File: src/rtl/weight_fetch_if.sv
// ROM read port plus PE weight stream for one weight_fetch instance.
// Master is the fetcher; slave is the ROM/PE side.
interface weight_fetch_if #(
  parameter int unsigned ADDR_W = 14,
  parameter int unsigned DATA_W = 72
);
  logic [ADDR_W-1:0] rom_addr;
  logic              rom_en;
  logic [DATA_W-1:0] rom_dout;
  logic              w_valid;
  logic              w_ready;
  logic [DATA_W-1:0] w_data;
  logic              w_last;

  modport master (
    output rom_addr, rom_en, w_valid, w_data, w_last,
    input  rom_dout, w_ready
  );

  modport slave (
    input  rom_addr, rom_en, w_valid, w_data, w_last,
    output rom_dout, w_ready
  );
endinterface

File: src/rtl/weight_fetch.sv
// Weight ROM read initiator: issues a run of consecutive reads and streams the
// words to a PE through a small FIFO sized so reads never stall mid-flight.
module weight_fetch #(
  parameter int unsigned ADDR_W = 14,
  parameter int unsigned DATA_W = 72,
  parameter int unsigned DEPTH  = 4
) (
  input  logic              clk,
  input  logic              rst,
  input  logic              start,
  input  logic [ADDR_W-1:0] base_addr,
  input  logic [ADDR_W-1:0] num_words,
  output logic              busy,
  output logic              done,
  weight_fetch_if.master    bus
);

  localparam int unsigned PTR_W = $clog2(DEPTH);
  localparam int unsigned CNT_W = PTR_W + 1;
  localparam int unsigned SUM_W = CNT_W + 1;

  typedef enum logic [1:0] {StIdle, StFetch, StDrain, StFin} state_t;

  state_t            state_q, state_d;
  logic [ADDR_W-1:0] addr_q, addr_d;
  logic [ADDR_W-1:0] remaining_q, remaining_d;
  logic              inflight_q;
  logic              tag_inflight_q;
  logic [PTR_W-1:0]  wr_ptr_q, rd_ptr_q;
  logic [CNT_W-1:0]  count_q, count_d;
  logic [DATA_W-1:0] mem [DEPTH];
  logic              tag_mem [DEPTH];

  logic              issue;
  logic              push;
  logic              pop;
  logic              room;
  logic [SUM_W-1:0]  occupancy;

  // Reserve a slot for the word still in flight from the ROM.
  assign occupancy = SUM_W'(count_q) + SUM_W'(inflight_q);
  assign room      = occupancy < SUM_W'(DEPTH);

  assign push = inflight_q;
  assign pop  = bus.w_valid & bus.w_ready;

  assign bus.w_valid  = (count_q != '0);
  assign bus.w_data   = bus.w_valid ? mem[rd_ptr_q] : '0;
  assign bus.w_last   = bus.w_valid & tag_mem[rd_ptr_q];
  assign bus.rom_addr = addr_q;
  assign bus.rom_en   = issue;

  always_comb begin
    state_d     = state_q;
    addr_d      = addr_q;
    remaining_d = remaining_q;
    issue       = 1'b0;
    busy        = 1'b0;
    done        = 1'b0;
    unique case (state_q)
      StIdle: begin
        if (start) begin
          addr_d      = base_addr;
          remaining_d = num_words;
          state_d     = (num_words == '0) ? StFin : StFetch;
        end
      end
      StFetch: begin
        busy = 1'b1;
        if (room) begin
          issue       = 1'b1;
          addr_d      = addr_q + ADDR_W'(1);
          remaining_d = remaining_q - ADDR_W'(1);
          if (remaining_q == ADDR_W'(1)) state_d = StDrain;
        end
      end
      StDrain: begin
        busy = 1'b1;
        if (pop && bus.w_last) state_d = StFin;
      end
      StFin: begin
        done    = 1'b1;
        state_d = StIdle;
      end
      default: state_d = StIdle;
    endcase
  end

  always_comb begin
    count_d = count_q;
    case ({push, pop})
      2'b10:   count_d = count_q + CNT_W'(1);
      2'b01:   count_d = count_q - CNT_W'(1);
      default: count_d = count_q;
    endcase
  end

  always_ff @(posedge clk or posedge rst) begin
    if (rst) begin
      state_q        <= StIdle;
      addr_q         <= '0;
      remaining_q    <= '0;
      inflight_q     <= 1'b0;
      tag_inflight_q <= 1'b0;
      wr_ptr_q       <= '0;
      rd_ptr_q       <= '0;
      count_q        <= '0;
    end else begin
      state_q        <= state_d;
      addr_q         <= addr_d;
      remaining_q    <= remaining_d;
      inflight_q     <= issue;
      tag_inflight_q <= issue && (remaining_q == ADDR_W'(1));
      count_q        <= count_d;
      if (push) wr_ptr_q <= wr_ptr_q + PTR_W'(1);
      if (pop)  rd_ptr_q <= rd_ptr_q + PTR_W'(1);
    end
  end

  // Storage needs no reset: outputs are gated by w_valid.
  always_ff @(posedge clk) begin
    if (push) begin
      mem[wr_ptr_q]     <= bus.rom_dout;
      tag_mem[wr_ptr_q] <= tag_inflight_q;
    end
  end

endmodule

File: src/flat_wrapper.sv
// flat-port wrapper written by rule: the top's interface ports become plain ports
module weight_fetch_flat 
#(
  parameter int unsigned ADDR_W = 14,
  parameter int unsigned DATA_W = 72,
  parameter int unsigned DEPTH  = 4
)
  (clk, rst, start, base_addr, num_words, busy, done, bus_rom_addr, bus_rom_en, bus_w_valid, bus_w_data, bus_w_last, bus_rom_dout, bus_w_ready);
  weight_fetch_if #(.ADDR_W(ADDR_W), .DATA_W(DATA_W)) bus_i ();
  input  logic clk;
  input  logic rst;
  input  logic start;
  input  logic [ADDR_W-1:0] base_addr;
  input  logic [ADDR_W-1:0] num_words;
  output logic busy;
  output logic done;
  output wire logic [$bits(bus_i.rom_addr)-1:0] bus_rom_addr;
  output wire logic [$bits(bus_i.rom_en)-1:0] bus_rom_en;
  output wire logic [$bits(bus_i.w_valid)-1:0] bus_w_valid;
  output wire logic [$bits(bus_i.w_data)-1:0] bus_w_data;
  output wire logic [$bits(bus_i.w_last)-1:0] bus_w_last;
  input wire logic [$bits(bus_i.rom_dout)-1:0] bus_rom_dout;
  input wire logic [$bits(bus_i.w_ready)-1:0] bus_w_ready;
  assign bus_rom_addr = bus_i.rom_addr;
  assign bus_rom_en = bus_i.rom_en;
  assign bus_w_valid = bus_i.w_valid;
  assign bus_w_data = bus_i.w_data;
  assign bus_w_last = bus_i.w_last;
  assign bus_i.rom_dout = bus_rom_dout;
  assign bus_i.w_ready = bus_w_ready;
  weight_fetch #(.ADDR_W(ADDR_W), .DATA_W(DATA_W), .DEPTH(DEPTH)) u_core (.clk(clk), .rst(rst), .start(start), .base_addr(base_addr), .num_words(num_words), .busy(busy), .done(done), .bus(bus_i));
endmodule
File: config.mk
export PLATFORM = sky130hd
export DESIGN_NAME = weight_fetch_flat
export DESIGN_NICKNAME = d
export VERILOG_FILES = /design/src/rtl/weight_fetch_if.sv /design/src/rtl/weight_fetch.sv /design/src/flat_wrapper.sv
export SDC_FILE = /design/constraint.sdc
export NUM_CORES = 1
export LEC_CHECK = 0
export CELL_PAD_IN_SITES_DETAIL_PLACEMENT = 2
export CELL_PAD_IN_SITES_GLOBAL_PLACEMENT = 2
export CORE_MARGIN = 2
export CORE_UTILIZATION = 40
export CTS_CLUSTER_SIZE = 10
export DETAILED_ROUTE_END_ITERATION = 8
export PLACE_DENSITY = 0.76
export SYNTH_ARGS = -nofsm -noshare
export SYNTH_HDL_FRONTEND = slang
export SYNTH_SLANG_ARGS = --single-unit
File: constraint.sdc
create_clock -name clk -period 3.25 [get_ports clk]
set_input_delay 0.4875 -clock clk [delete_from_list [all_inputs] [get_ports clk]]
set_output_delay 0.4875 -clock clk [all_outputs]
set_load 0.005 [all_outputs]
sizes.png
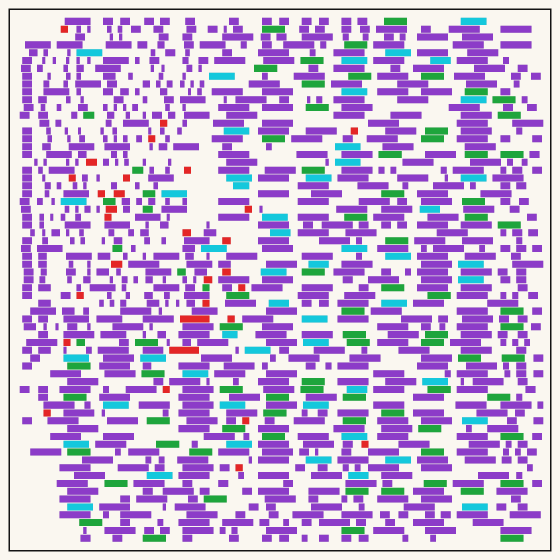
Key: green = _2 cells [cells 82, share 8.3%]; purple = _0 and _1 cells [cells 829, share 84%]; cyan = _6 and larger [cells 51, share 5.1%]; red = _3 and _4 cells [cells 30, share 3.0%]

wires.png
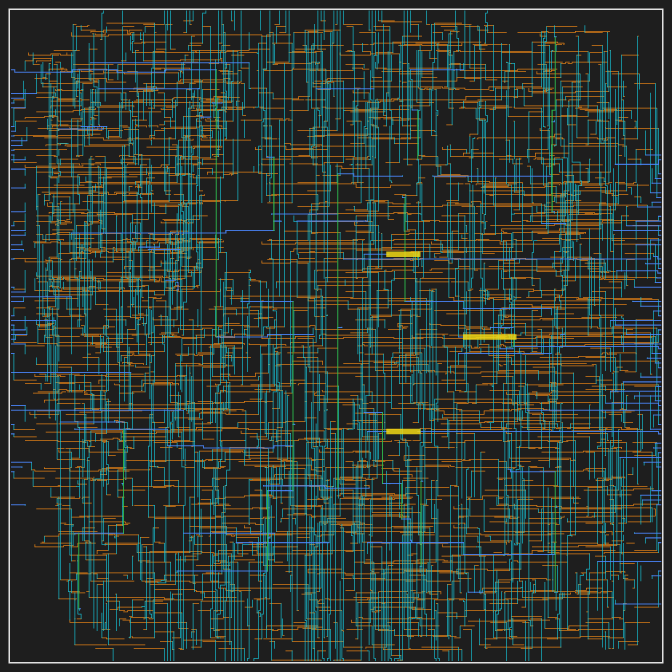
Key: blue = metal 3 [wire length 1610 µm]; cyan = metal 2 [wire length 18800 µm]; orange = metal 1 [wire length 15300 µm]; yellow = metal 5 [wire length 30.4 µm]; green = metal 4 [wire length 507 µm]

placement.png
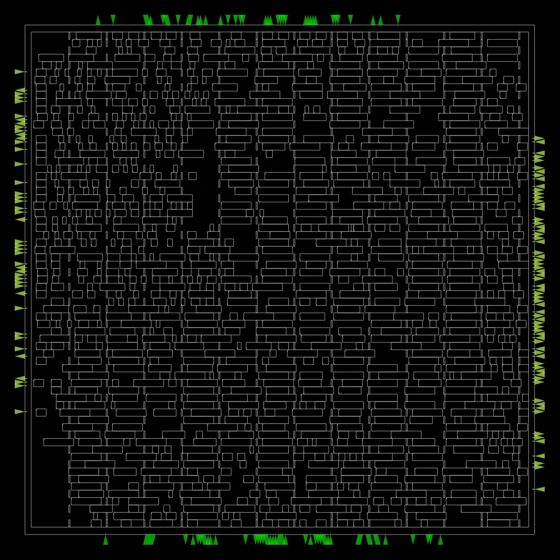
final core area utilization: 51.8%
number of fill cells: 3033

[worst register-to-register path, stage by stage, from the launching register on]
cell and delay (ns):
sky130_fd_sc_hd__dfrtp_1 0.43, sky130_fd_sc_hd__or3_2 0.49, sky130_fd_sc_hd__buf_4 0.24, sky130_fd_sc_hd__and2_0 0.29, sky130_fd_sc_hd__ha_1 0.28, sky130_fd_sc_hd__inv_1 0.10
sky130_fd_sc_hd__fa_1 0.19, sky130_fd_sc_hd__xor2_1 0.17, sky130_fd_sc_hd__nor2_1 0.07, sky130_fd_sc_hd__xor2_1 0.14
[stage by stage]
step | setup slack, ns | area (µm²)
floorplan | 0.488 | 13500
global placement | 0.520 | 16100
global route | 0.00803 | 17300
finish | 0.141 | 17300
detailed placement | 0.486 | 16100
CTS | 0.0722 | 17300
[how the worst min path moves through the flow]
stage,start,to,depth (start not counted)
2_1_floorplan,u_core.tag_inflight_q,u_core.tag_mem[0],0
3_3_place_gp,u_core.tag_inflight_q,u_core.tag_mem[1],0
3_5_place_dp,u_core.tag_inflight_q,u_core.tag_mem[1],0
4_1_cts,rst,u_core.rd_ptr_q[0],2
5_1_grt,rst,u_core.rd_ptr_q[1],2
6_report,rst,u_core.rd_ptr_q[1],2
[power groups by stage]
stage	logic [mW]	clock network [mW]	registers, mW
finish	6.21	3.98	6.04
detailed placement	6.26	0	6.17
global route	6.77	4.23	6.14
floorplan	3.38	0	5.86
global placement	6.05	0	6.07
CTS	6.38	4.09	6.06
[cells in the final DEF, fill, tap and decap left out, types with 5 or more instances in the layout]
| cell | synthesis | final |
|---|---|---|
| sky130_fd_sc_hd__nand2_1 | 23 | 23 |
| sky130_fd_sc_hd__and2_1 | 78 | 74 |
| sky130_fd_sc_hd__nand3_1 | 11 | 11 |
| sky130_fd_sc_hd__clkbuf_1 | 21 | 14 |
| sky130_fd_sc_hd__buf_4 | 0 | 19 |
| sky130_fd_sc_hd__a31oi_1 | 6 | 6 |
| sky130_fd_sc_hd__inv_1 | 18 | 18 |
| sky130_fd_sc_hd__nor2_1 | 20 | 20 |
| sky130_fd_sc_hd__clkdlybuf4s50_1 | 0 | 194 |
| sky130_fd_sc_hd__edfxtp_1 | 292 | 292 |
| sky130_fd_sc_hd__dfrtp_1 | 39 | 37 |
| sky130_fd_sc_hd__o21ai_0 | 22 | 21 |
| sky130_fd_sc_hd__clkbuf_16 | 0 | 42 |
| sky130_fd_sc_hd__nor3_1 | 5 | 5 |
| sky130_fd_sc_hd__o22ai_1 | 7 | 7 |
| sky130_fd_sc_hd__ha_1 | 13 | 13 |
| sky130_fd_sc_hd__buf_12 | 0 | 7 |
| sky130_fd_sc_hd__mux4_2 | 73 | 73 |
| sky130_fd_sc_hd__mux2i_1 | 7 | 7 |
| sky130_fd_sc_hd__a21oi_1 | 31 | 31 |
[state kept, by name, indices dropped and copies added, names as in the netlist, 2 cells and up]
| register | count |
|---|---|
| u_core.bus.rom_addr | 14 |
| u_core.count_q | 3 |
| u_core.mem | 288 |
| u_core.rd_ptr_q | 2 |
| u_core.remaining_q | 14 |
| u_core.state_q | 2 |
| u_core.tag_mem | 4 |
| u_core.wr_ptr_q | 2 |
==> metrics.json <==
{
  "count_of_state_elements_after_synthesis": 331,
  "setup_total_negative_slack_ns": 0,
  "yosys_warnings": 0,
  "vdd_ir_drop_max_mv": 0.394,
  "path_depth": 4,
  "sh_comb_area_pct": 20.3,
  "slew_headroom_pct": 48.6,
  "synth_top_flop_cell": "sky130_fd_sc_hd__edfxtp_1",
  "track_usage_pct": 21.0,
  "switchingPower_mw": 5.01,
  "clock.latency.late_pin_ns": 0.52,
  "groute.layer.met2.usage_pct": 37.2,
  "tritoncts": "yes",
  "avgSynthCellArea_um2": 18.0,
  "antenna_found_initial": 3,
  "highest-signal-layer": "met5",
  "instances_no_fill": 1441,
  "die_area_um2": 35200,
  "numCtsBuffers": 40,
  "max_freq_mhz": 322,
  "setup.worst_path.class": "reg2out",
  "synth.cell_area_um2": 13500,
  "enable_flop_cells": 292,
  "area.share.sequential_pct": 56.4,
  "reg2reg_setup_slack_ns": 0.73,
  "wl_met1_um": 15300,
  "synth_area_leader_cell": "sky130_fd_sc_hd__edfxtp_1",
  "final_net_count": 1090,
  "place.detailed.instances": 1377,
  "timing.critical_path.from": "u_core.rd_ptr_q[0]",
  "sequentialPowerShare_pct": 37.2,
  "avgViaCountPerCell": 5.33,
  "synth.mux.area_fraction_pct": 12.9,
  "grt_setup_unrepaired": "no",
  "fin_hold_ws_ns": 0.430,
  "cts-hold-fix-buffers": 0,
  "layout-area-overhead-vs-synth_pct": 28.2,
  "fa_ha_area_share_pct": 1.36,
  "max_clock_skew_ns": 0.0187,
  "design.core.area_um2": 33400,
  "grt_busiest_layer": "met2",
  "flop_area_um2": 9750,
  "drive_above_1_share_pct": 16.4,
  "cpMaxStageDelayCell": "sky130_fd_sc_hd__dfrtp_4",
  "layout.clock_buffers": 56,
  "synth.cellmix.xorXnorShare_pct": 0.390,
  "endpoint": "bus_w_data[41]",
  "multi_input_comb_area_um2": 3510,
  "globalRouteMet1Util_pct": 27.1,
  "non_clock_buffer_count": 221,
  "min_path_type": "in2async",
  "grt_first_pass_wirelength_um": 55300,
  "finalWeightedCongestion": 0.731,
  "well_tap_count": 448,
  "use_met3_pct": 3.82,
  "cpPeakStageDelay_ns": 0.61,
  "static-leakage-power_nw": 5.76,
  "drtAntennaViolNets": 0,
  "die_h_um": 188,
  "grt_pass1_vias": 8582,
  "crit_arrival_ns": 2.62,
  "power_report.internal_total_mw": 11.2,
  "cts_sinks": 331,
  "layout_worst_path_cycle_share_pct": 95.7,
  "grt.overflow.total": 0,
  "pwr-share-clk_pct": 24.5,
  "warning_count": 34,
  "cts.reportedPaths.clkPinSlew_ns": 0.05,
  "outcome": "completed",
  "detail_route.drc_violations": 0,
  "worst_reg2reg_path_depth": 9,
  "power.density_cell_area_nw_per_um2": 939,
  "critical_path_peak_fanout": 24,
  "max-cap-violations": 0,
  "floorplan.die.width_um": 188,
  "fp-row-count": 67,
  "cts-htree-levels": 2,
  "post_synth_and_or_nand_nor_area_fraction_pct": 7.18,
  "dr.first_iter.drc_count": 414,
  "synth.net_count": 866,
  "post_synth_main_logic_family": "multiplexers",
  "vias": 7683,
  "layout.non_clock_inverters": 18,
  "netlist.area_leader.share_pct": 65.1,
  "route.met3.wl_um": 1610,
  "crit_path_start_kind": "flip-flop",
  "final_min_period_ns": 3.11,
  "critPathRequiredTime_ns": 2.76,
  "worstReg2RegEnd": "u_core.count_q[2]",
  "drt_pass1_iterations": 5
}
Power figures rest on the tool's default switching activity, not on a simulated workload.
